Fig. 1: signal wires on met1
The bar under the picture is 20 um long.
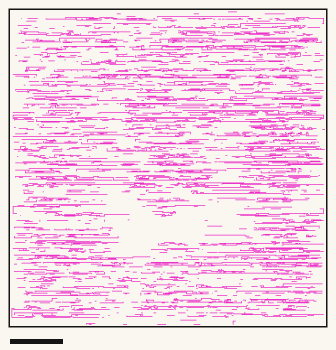
Fig. 2: close-up of the layout
The bar under the picture is 20 um long. Region (34, 58) to (84, 108) um. Cells in gray, sequential cells in the stronger gray; small squares are vias.
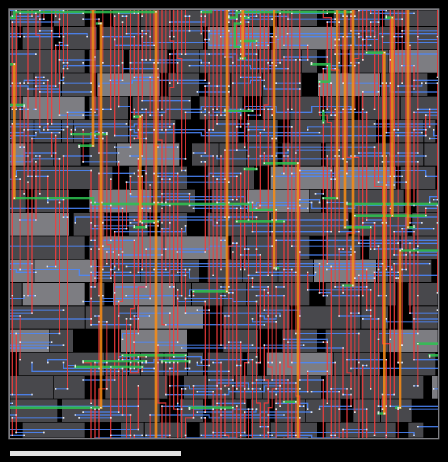
Fig. 3: clock wiring as the flow saved it
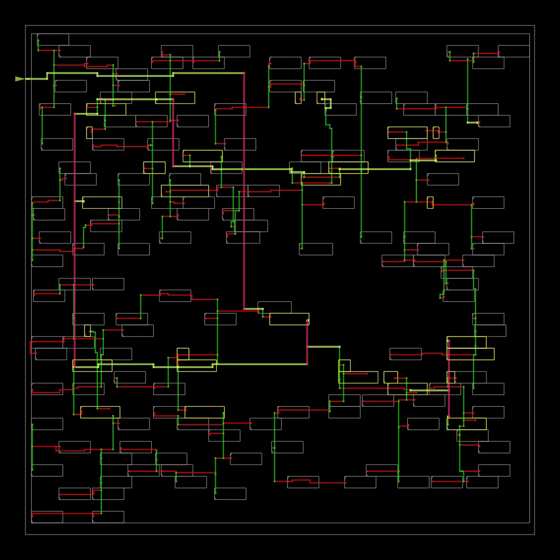
--- src/rtl/mem_bus_arbiter.sv ---
`default_nettype none
// ============================================================================
// mem_bus_arbiter : serialises fetch and MEM data accesses onto one SRAM-like bus
// Revision 1.0
// ============================================================================
module mem_bus_arbiter #(
  parameter int ADDR_W = 32,
  parameter int DATA_W = 32
) (
  input  logic              clk_i,
  input  logic              reset_i,
  input  logic              flush_i,
  input  logic              inst_req_i,
  input  logic [ADDR_W-1:0] inst_addr_i,
  output logic [DATA_W-1:0] inst_rdata_o,
  output logic              inst_stall_o,
  input  logic              data_rd_en_i,
  input  logic              data_wr_en_i,
  input  logic [ADDR_W-1:0] data_addr_i,
  input  logic [3:0]        data_wsel_i,
  input  logic [DATA_W-1:0] data_wdata_i,
  output logic [DATA_W-1:0] data_rdata_o,
  output logic              data_stall_o,
  output logic              bus_req_o,
  output logic              bus_wr_o,
  output logic [ADDR_W-1:0] bus_addr_o,
  output logic [3:0]        bus_wstrb_o,
  output logic [DATA_W-1:0] bus_wdata_o,
  input  logic              bus_addr_ok_i,
  input  logic              bus_data_ok_i,
  input  logic [DATA_W-1:0] bus_rdata_i
);

  typedef enum logic [2:0] {
    S_IDLE   = 3'd0,
    S_D_ADDR = 3'd1,
    S_D_DATA = 3'd2,
    S_I_ADDR = 3'd3,
    S_I_DATA = 3'd4
  } state_t;

  state_t            state_q, state_d;
  logic              inst_done_q, inst_done_d;
  logic              data_done_q, data_done_d;
  logic              discard_q, discard_d;
  logic [DATA_W-1:0] inst_rdata_q, inst_rdata_d;
  logic [DATA_W-1:0] data_rdata_q, data_rdata_d;
  logic [ADDR_W-1:0] addr_q, addr_d;
  logic              wr_q, wr_d;
  logic [3:0]        wstrb_q, wstrb_d;
  logic [DATA_W-1:0] wdata_q, wdata_d;

  logic data_pend;
  logic inst_pend;
  logic advance;
  logic is_data;
  logic complete;
  logic kill;

  assign data_pend    = (data_rd_en_i | data_wr_en_i) & ~data_done_q;
  assign inst_pend    = inst_req_i & ~inst_done_q;
  assign data_stall_o = data_pend;
  assign inst_stall_o = inst_pend;
  assign advance      = ~data_pend & ~inst_pend;

  assign bus_req_o    = (state_q == S_D_ADDR) || (state_q == S_I_ADDR);
  assign bus_wr_o     = wr_q;
  assign bus_addr_o   = addr_q;
  assign bus_wstrb_o  = wstrb_q;
  assign bus_wdata_o  = wdata_q;
  assign inst_rdata_o = inst_rdata_q;
  assign data_rdata_o = data_rdata_q;

  always_comb begin
    state_d      = state_q;
    inst_done_d  = inst_done_q;
    data_done_d  = data_done_q;
    discard_d    = discard_q;
    inst_rdata_d = inst_rdata_q;
    data_rdata_d = data_rdata_q;
    addr_d       = addr_q;
    wr_d         = wr_q;
    wstrb_d      = wstrb_q;
    wdata_d      = wdata_q;
    complete     = 1'b0;
    is_data      = (state_q == S_D_ADDR) || (state_q == S_D_DATA);
    kill         = flush_i | discard_q;

    case (state_q)
      S_IDLE: begin
        // Done flags are stale during a flush, so nothing is launched that cycle.
        if (!flush_i) begin
          if (data_pend) begin
            state_d = S_D_ADDR;
            addr_d  = data_addr_i;
            wr_d    = data_wr_en_i;
            wstrb_d = data_wr_en_i ? data_wsel_i : 4'b0000;
            wdata_d = data_wr_en_i ? data_wdata_i : '0;
          end else if (inst_pend) begin
            state_d = S_I_ADDR;
            addr_d  = inst_addr_i;
            wr_d    = 1'b0;
            wstrb_d = 4'b0000;
            wdata_d = '0;
          end
        end
      end
      S_D_ADDR, S_I_ADDR: begin
        if (bus_addr_ok_i) begin
          if (bus_data_ok_i) begin
            state_d  = S_IDLE;
            complete = 1'b1;
          end else begin
            state_d   = (state_q == S_D_ADDR) ? S_D_DATA : S_I_DATA;
            discard_d = flush_i;
          end
        end else if (flush_i) begin
          state_d = S_IDLE;
        end
      end
      S_D_DATA, S_I_DATA: begin
        if (flush_i) begin
          discard_d = 1'b1;
        end
        if (bus_data_ok_i) begin
          state_d   = S_IDLE;
          complete  = 1'b1;
          discard_d = 1'b0;
        end
      end
      default: state_d = S_IDLE;
    endcase

    if (advance || flush_i) begin
      inst_done_d = 1'b0;
      data_done_d = 1'b0;
    end

    // A response belonging to a flushed access is consumed but leaves no trace.
    if (complete && !kill) begin
      if (is_data) begin
        data_done_d = 1'b1;
        if (!wr_q) begin
          data_rdata_d = bus_rdata_i;
        end
      end else begin
        inst_done_d  = 1'b1;
        inst_rdata_d = bus_rdata_i;
      end
    end
  end

  always_ff @(posedge clk_i) begin
    if (reset_i) begin
      state_q      <= S_IDLE;
      inst_done_q  <= 1'b0;
      data_done_q  <= 1'b0;
      discard_q    <= 1'b0;
      inst_rdata_q <= '0;
      data_rdata_q <= '0;
      addr_q       <= '0;
      wr_q         <= 1'b0;
      wstrb_q      <= 4'b0000;
      wdata_q      <= '0;
    end else begin
      state_q      <= state_d;
      inst_done_q  <= inst_done_d;
      data_done_q  <= data_done_d;
      discard_q    <= discard_d;
      inst_rdata_q <= inst_rdata_d;
      data_rdata_q <= data_rdata_d;
      addr_q       <= addr_d;
      wr_q         <= wr_d;
      wstrb_q      <= wstrb_d;
      wdata_q      <= wdata_d;
    end
  end

endmodule
`default_nettype wire

--- config.mk ---
export PLATFORM = sky130hd
export DESIGN_NAME = mem_bus_arbiter
export DESIGN_NICKNAME = d
export VERILOG_FILES = /design/src/rtl/mem_bus_arbiter.sv
export SDC_FILE = /design/constraint.sdc
export NUM_CORES = 1
export LEC_CHECK = 0
export CAP_MARGIN = 20
export CORE_MARGIN = 1
export CORE_UTILIZATION = 40
export CTS_CLUSTER_DIAMETER = 50
export DETAILED_ROUTE_END_ITERATION = 6
export PLACE_DENSITY = 0.82
export SETUP_SLACK_MARGIN = 0.5
export SYNTH_ARGS = -nofsm -noshare
export SYNTH_HDL_FRONTEND = slang
export SYNTH_SLANG_ARGS = --single-unit
--- constraint.sdc ---
create_clock -name clk_i -period 2.1 [get_ports clk_i]
set_input_delay 0.21 -clock clk_i [delete_from_list [all_inputs] [get_ports clk_i]]
set_output_delay 0.21 -clock clk_i [all_outputs]
set_load 0.02 [all_outputs]
==> impl_metrics.json <==
{
  "ys_sh_simple": 0.2103,
  "chip_area_mm2": 0.01414,
  "synth_cells": 635,
  "worst_pin_slew_ps": 524.9,
  "cts_tree": "yes",
  "period_used_share": 0.9171,
  "report.final.hold_viol_count": 0,
  "fmax_mhz": 519.3,
  "hp-start": "reset_i",
  "use_met2": 0.4638,
  "criticalPathCategory": "flip-flop to flip-flop",
  "synth_chip_area_mm2": 0.005466,
  "synthMostInstantiatedCell": "nand2_1",
  "ys_sh_adder": 0,
  "crit_path_start": "state_q[0]",
  "antenna_left": 0,
  "edf_count": 0,
  "viasPerCell": 5.454,
  "wl_met3_um": 2049,
  "whs_endpoint": "bus_addr_o[10]",
  "syn_avg_cell_area_um2": 8.609,
  "reg2reg_depth": 8,
  "crit_buf_inv": 4,
  "path_depth": 8,
  "p_leak_uw": 0.005439,
  "wl_met2_um": 12500,
  "tns_ps": 0,
  "initCoreUtil": 0.4112,
  "grtUsageMet3": 0.1078,
  "path_max_fanout": 8,
  "fin_ws_ps": 174.2,
  "syn-num-nets": 775,
  "hold-path-cell-count": 2,
  "grt_max_degree": 79,
  "antenna_found_initial": 0,
  "layout-drive-gt1-share": 0.3143,
  "aoi_share": 0.1696,
  "drcViolationCount": 0,
  "dpl_cell_area_mm2": 0.008449,
  "wl_met1_um": 8979,
  "worstPathArrival_ps": 2260,
  "cts_max_level": 4,
  "synthDistinctLibCells": 35,
  "ys_seq_frac": 0.5090,
  "critPathLaunchType": "flip-flop",
  "ys_sh_xor": 0,
  "status": "finished, final reports clean",
  "max-vdd-ir-drop_uv": 589.8,
  "placementRows": 42,
  "ys_warn_count": 0,
  "warning_count": 29,
  "drtIter0Drc": 425,
  "flop_cell": "dfxtp_1",
  "top_cells_by_count": "nand2_1, dfxtp_1, nor2_1",
  "power_density_mw_per_mm2": 704.5,
  "cp-end-kind": "flip-flop",
  "ios": 276,
  "crit_top_cell": "buf_6",
  "gp_congestion": 0.7704,
  "ys_ff": 139,
  "crit_family": "buffers and inverters",
  "overflow": 0,
  "grt_pass1_wl_um": 30030,
  "min_path_type": "input port to flip-flop",
  "rsz0062_at_grt": "true",
  "syn_area_mm2": 0.005466,
  "final.min_clock_period_ps": 1926,
  "ys_sh_mux": 0.06043,
  "final_cell_mix": "clkdlybuf4s50_1, dfxtp_1, nand2_1, dlymetal6s2s_1, a21oi_2",
  "async_flop_share": 0,
  "setup_violations": 0,
  "clock-skew-final_ps": 12.07,
  "crit_path_max_incr_delay_ps": 410,
  "drv_cap": 0,
  "die_w_um": 118.9,
  "synth_area_leader_cell": "dfxtp_1",
  "num_vias": 6217,
  "grt_usage": 0.2741,
  "clkTransAtPathRegs_ps": 60
}
-- Fig. 1 (at the start) --
nets with wire on the layer	961
main direction	horizontal

-- Fig. 2 (at the start) --
layer	color
met4	orange
met3	green
met1	blue
met2	red
cells with their middle in the window	194
most frequent	dfxtp_1 (20), clkdlybuf4s50_1 (20), a21oi_2 (17)
sequential cells in the window	23
netlist names of flops here include	`bus_wdata_o` (13), `data_rdata_o` (4), `state_q` (2)

-- Fig. 3 (at the start) --
P_clk: 2880 uW
clk latency late pin: 430 ps
clk sinks: 139
number of CTS-inserted buffers: 17

## area by class of cell
type | instances | area, um^2
clock buffer | 23 | 457.9
clock inverter | 7 | 93.84
fill | 700 | 2296
inverter | 4 | 15.01
multi-input combinational | 439 | 3267
sequential | 139 | 2788
tap | 176 | 220.2
timing repair buffer | 352 | 4158
## power breakdown
part           internal, uW  switching, uW  leakage [uW]
Clock                  1760           1120      0.000263
Sequential             2780            106       0.00113
Combinational          1020            964       0.00404
Total                  5560           2190       0.00544
## metrics by stage
step,power (uW),instances,util,hold slack [ps]
after global placement,4191,1054,0.6355,437.3
after CTS,7368,1118,0.7297,16.97
final,7749,1140,0.8273,22.52
after floorplan,3523,635,-,288.5
after detailed placement,4207,1054,0.6355,442.3
after global routing,7982,1140,0.8273,11.26
Power and IR drop assume default switching activity.
